[src/rtl/hazard_stall_unit.sv]
// hazard_stall_unit: pipeline stall/flush controller sitting beside ID.
//
// Detects load-use hazards against the load in EX, applies EX redirects as an
// IF/ID flush, and freezes the whole pipeline while the data memory is busy.
// A memory access that waits longer than MAX_WAIT cycles latches a sticky error
// and holds the pipeline until reset.
//
// Ports:
//   clk, reset                    clock, synchronous active-high reset
//   id_rs1, id_rs2                source register fields of the ID instruction
//   id_uses_rs1, id_uses_rs2      ID instruction actually reads rs1 / rs2
//   idex_mem_read, idex_rd        load flag and destination of the EX instruction
//   ex_redirect                   EX redirected the PC (taken branch / jump)
//   mem_req, mem_ready            MEM data-memory request / completion
//   block_control                 zero decoder controls (bubble into ID/EX)
//   pc_write, ifid_write          PC and IF/ID update enables
//   ifid_flush                    clear IF/ID to NOP
//   pipe_hold                     freeze ID/EX, EX/MEM, MEM/WB
//   mem_timeout                   sticky memory-timeout error
//   stall_cycles, flush_count     saturating performance counters
module hazard_stall_unit #(
  parameter int unsigned CNT_W    = 32,
  parameter int unsigned MAX_WAIT = 16
) (
  input  logic             clk,
  input  logic             reset,
  input  logic [4:0]       id_rs1,
  input  logic [4:0]       id_rs2,
  input  logic             id_uses_rs1,
  input  logic             id_uses_rs2,
  input  logic             idex_mem_read,
  input  logic [4:0]       idex_rd,
  input  logic             ex_redirect,
  input  logic             mem_req,
  input  logic             mem_ready,
  output logic             block_control,
  output logic             pc_write,
  output logic             ifid_write,
  output logic             ifid_flush,
  output logic             pipe_hold,
  output logic             mem_timeout,
  output logic [CNT_W-1:0] stall_cycles,
  output logic [CNT_W-1:0] flush_count
);

  localparam int unsigned WaitW = $clog2(MAX_WAIT + 1);

  typedef enum logic [1:0] {StRun, StMemWait, StError} state_e;

  state_e             state_q, state_d;
  logic [WaitW-1:0]   wait_cnt_q, wait_cnt_d;
  logic               mem_timeout_q, mem_timeout_d;
  logic [CNT_W-1:0]   stall_q, flush_q;
  logic               flush_inc;

  logic load_use;
  logic mem_stall;

  // x0 is never a real dependency, so a load to x0 cannot cause a stall.
  assign load_use = idex_mem_read && (idex_rd != 5'd0) &&
                    ((id_uses_rs1 && (id_rs1 == idex_rd)) ||
                     (id_uses_rs2 && (id_rs2 == idex_rd)));
  assign mem_stall = mem_req && !mem_ready;

  always_comb begin
    state_d       = state_q;
    wait_cnt_d    = wait_cnt_q;
    mem_timeout_d = mem_timeout_q;
    flush_inc     = 1'b0;
    block_control = 1'b0;
    pc_write      = 1'b1;
    ifid_write    = 1'b1;
    ifid_flush    = 1'b0;
    pipe_hold     = 1'b0;

    unique case (state_q)
      StRun: begin
        if (mem_stall) begin
          pc_write   = 1'b0;
          ifid_write = 1'b0;
          pipe_hold  = 1'b1;
          state_d    = StMemWait;
          wait_cnt_d = WaitW'(1);
        end else if (ex_redirect) begin
          // Redirect wins over load-use: the ID instruction is being killed anyway.
          ifid_flush    = 1'b1;
          block_control = 1'b1;
          flush_inc     = 1'b1;
        end else if (load_use) begin
          pc_write      = 1'b0;
          ifid_write    = 1'b0;
          block_control = 1'b1;
        end
      end
      StMemWait: begin
        // Freeze holds through the completing cycle; hazards re-evaluate in StRun.
        pc_write   = 1'b0;
        ifid_write = 1'b0;
        pipe_hold  = 1'b1;
        if (mem_ready) begin
          state_d    = StRun;
          wait_cnt_d = '0;
        end else if (wait_cnt_q == WaitW'(MAX_WAIT)) begin
          state_d       = StError;
          mem_timeout_d = 1'b1;
        end else begin
          wait_cnt_d = wait_cnt_q + 1'b1;
        end
      end
      StError: begin
        pc_write      = 1'b0;
        ifid_write    = 1'b0;
        pipe_hold     = 1'b1;
        block_control = 1'b1;
      end
      default: begin
        state_d = StRun;
      end
    endcase

    if (reset) begin
      block_control = 1'b1;
      ifid_flush    = 1'b1;
      pc_write      = 1'b0;
      ifid_write    = 1'b0;
      pipe_hold     = 1'b0;
    end
  end

  always_ff @(posedge clk) begin
    if (reset) begin
      state_q       <= StRun;
      wait_cnt_q    <= '0;
      mem_timeout_q <= 1'b0;
      stall_q       <= '0;
      flush_q       <= '0;
    end else begin
      state_q       <= state_d;
      wait_cnt_q    <= wait_cnt_d;
      mem_timeout_q <= mem_timeout_d;
      if (!pc_write && (stall_q != '1)) begin
        stall_q <= stall_q + 1'b1;
      end
      if (flush_inc && (flush_q != '1)) begin
        flush_q <= flush_q + 1'b1;
      end
    end
  end

  assign mem_timeout  = mem_timeout_q;
  assign stall_cycles = stall_q;
  assign flush_count  = flush_q;

endmodule

[config.mk]
export PLATFORM = sky130hd
export DESIGN_NAME = hazard_stall_unit
export DESIGN_NICKNAME = d
export VERILOG_FILES = /design/src/rtl/hazard_stall_unit.sv
export SDC_FILE = /design/constraint.sdc
export NUM_CORES = 1
export LEC_CHECK = 0
export ABC_CLOCK_PERIOD_IN_PS = 6900
export CORE_ASPECT_RATIO = 0.75
export CORE_UTILIZATION = 35
export CTS_CLUSTER_SIZE = 20
export DETAILED_ROUTE_END_ITERATION = 7
export PLACE_DENSITY_LB_ADDON = 0.15
export SLEW_MARGIN = 20
export SYNTH_ARGS = -nofsm -noshare
export SYNTH_HDL_FRONTEND = slang
export SYNTH_SLANG_ARGS = --single-unit
[constraint.sdc]
create_clock -name clk -period 6.9 [get_ports clk]
set_input_delay 1.38 -clock clk [delete_from_list [all_inputs] [get_ports clk]]
set_output_delay 1.38 -clock clk [all_outputs]
set_load 0.05 [all_outputs]
==> images/final_placement.png <==
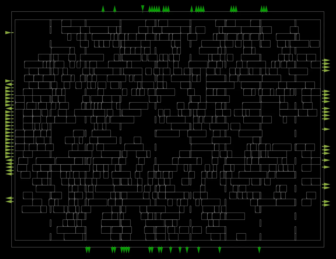
flop share of the area: 27.6%
fin util: 49.7%

==> images/port_nets.png <==
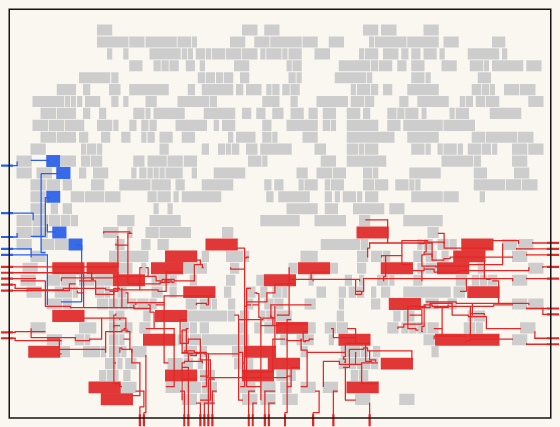
- red: `stall_cycles` (direction output; end cells 32; buffers 32; wire 1530 µm)
- blue: `id_rs2` (direction input; end cells 5; buffers 5; wire 98.7 µm)

==> images/wire_density.png <==
25 x 19 tiles, from black (low) to pale yellow (high), scaled to the fullest tile. Values are wire area over tile area, all layers added.
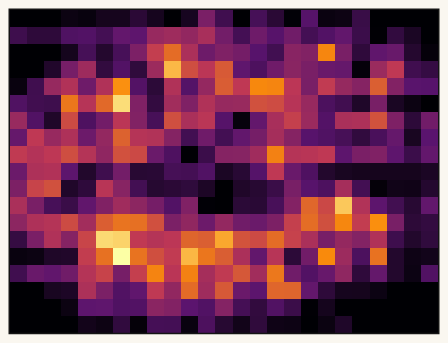
- fullest tile: 0.48
- emptiest ninth of the die: bottom right
- mean over tiles: 0.14
- densest ninth of the die: bottom middle
- nearly empty tiles: 11%

==> flow_summary.ini <==
; flow metrics
[placement]
place_congestion = 0.744
portBuffers = 92
hpwl_um = 7210

[global_route]
grt_max_degree = 48
gr-max-usage-layer = met2
globalRouteTotalUtil_pct = 18.4
antenna_found_initial = 0
grt_pass1_vias = 3438
grt_overflow = 0

[clock_network]
clock_latency_ps = 330
cts_tree = done
clk_pin_slew_worst_paths_ps = 60
cts_buffers = 9
clkSinkCount = 72
clockBufferDepth = 2
ctsResizeCount = 0

[synth]
ys_sh_aoi_pct = 13.5
synth_area_leader_cell = dfxtp_1
ys_sh_adder_pct = 2.59
ys_ff = 72
syn-num-nets = 498
area_leaders = dfxtp_1 (37%), xor2_1 (5.9%), nor2_1 (5.0%), a21oi_1 (4.7%), or4_1 (4.1%)
ys_chip_area_um2 = 3860
ys_cells = 467
yosysTopAreaCellShare_pct = 37.3
ys_warn_count = 0
synthDistinctLibCells = 43
syn_area_um2 = 3860
ys_seq_share_pct = 37.3

[critical_path]
rr_worst_depth = 7
path_max_fanout = 12
ff2ff_setup_slack_ps = 4120
cp_data_arrival_time_ps = 3880
cp-startpoint = idex_rd[2]
cp-endpoint = pc_write
r2r-end = flush_count[31]
start_kind = input pin
worstPathRequired_ps = 5520

[layout]
drive_above_1_share_pct = 3.80
final_common_cell = clkdlybuf4s50_1
syn2layout_area_growth_pct = 35.0
fillCellCount = 1024
nNetsFinal = 579
n_antenna_cell = 0

[min_path]
whs_path_depth = 2
worstHoldEndpoint = mem_timeout
hold_path_class = register to register

[floorplanning]
dieWidth_um = 123
io_pins = 93
chipHeight_um = 93.0
initCoreUtil_pct = 36.8
coreArea_um2 = 10500
chipArea_um2 = 11500

[timing]
relSlewSlack_pct = 31.7
fin_setup_tns_ps = 0
fin_crit_sh_pct = 76.2
finClkSkew_ps = 6.45
setup_viol = 0
period_needed_ps = 5260
finalHoldViolCount = 0
drv_slew = 0
rsz0062_at_grt = no
tightest_slew_ps = 1020
hold_ws_ps = 464

[drt]
route.met3.wl_um = 610
viasPerCell = 5.47
wl_met2_um = 4290
drtIter0Drc = 232
routedWlPerCell_um = 14.6
first_pass_iters = 4
drtAntennaViolNets = 0
wl_um = 10000
drt-met1-wl_um = 5010
drc = 0
top_layer = met4

[flow_run]
maxCapViolations = 0
warnings = 30

[pwr]
worst_ir_drop_vdd_mv = 0.109
leakagePower_nw = 1.71

[run_status]
status = completed
==> images/registers.png <==
Other sequential cells in the stronger grey, the rest of the logic in the fainter grey.
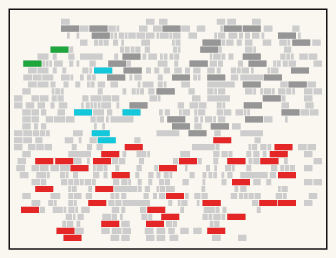
- green: `state_q` (placed flops 2)
- red: `stall_cycles` (placed flops 32)
- cyan: `wait_cnt_q` (placed flops 5)
- not coloured: 33

==> images/met3.png <==
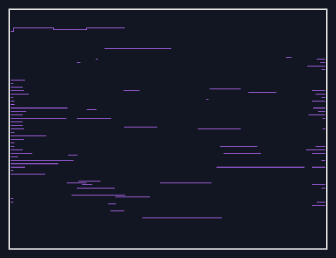
- main direction: horizontal
- share of all routed wire: 6.1%

[area by class of cell]
class,instances,area [µm²],share of cell area (%)
flip-flops and latches,72,1440,27.6
clock buffers,9,225,4.32
repair buffers,95,938,18.0
multi-input cells,363,2290,44.0
clock inverters,7,120,2.30
inverters,7,26.3,0.504
well taps,136,170,3.26
[metrics by stage]
| step | total power, mW | worst slack [ps] | instances | utilization (%) | cell area, µm² |
|---|---|---|---|---|---|
| final | 1.07 | 1640 | 689 | 49.7 | 5220 |
| after global routing | 1.11 | 1540 | 689 | 49.7 | 5220 |
| after CTS | 1.09 | 1640 | 689 | 49.7 | 5220 |
| after detailed placement | 0.544 | 1650 | 673 | 46.4 | 4870 |
| after global placement | 0.543 | 1680 | 673 | 46.4 | 4870 |
| after floorplan | 0.507 | 2050 | 467 | - | 3860 |
[synthesized netlist by cell type, drive strengths merged]
library cell,number
a2111oi,1
o21ai,14
nor4bb,2
a2111o,1
nor4b,3
nand4,18
ha,8
a211oi,4
and3,11
mux2,8
mux2i,2
and4,8
a32oi,1
xnor2,12
nand3,27
or4,21
o41a,1
dfxtp,72
o221ai,1
a311oi,3
inv,7
buf,8
nand4bb,1
nor2,51
nand2b,3
and2,6
nor3,8
or3b,1
nor2b,11
a21oi,36
or3,13
nor4,9
o31ai,20
nand2,27
xor2,26
a21o,1
nor3b,3
o211ai,1
clkbuf,17
[flip-flops by register name, indices dropped and copies added, names as in the netlist]
register and flops:
wait_cnt_q 5, flush_count 32, mem_timeout 1, stall_cycles 32, state_q 2
[where the power goes]
part | internal, mW | switching, mW
Sequential | 0.421 | 0.00597
Clock | 0.354 | 0.184
Combinational | 0.0405 | 0.0680
[critical path, cell delays in order]
cell,delay [ps]
clkdlybuf4s50_1,470
xor2_1,190
nor4_1,290
a32oi_1,170
o41a_2,630
clkdlybuf4s50_1,750
Power is estimated from default activity; no workload was simulated.
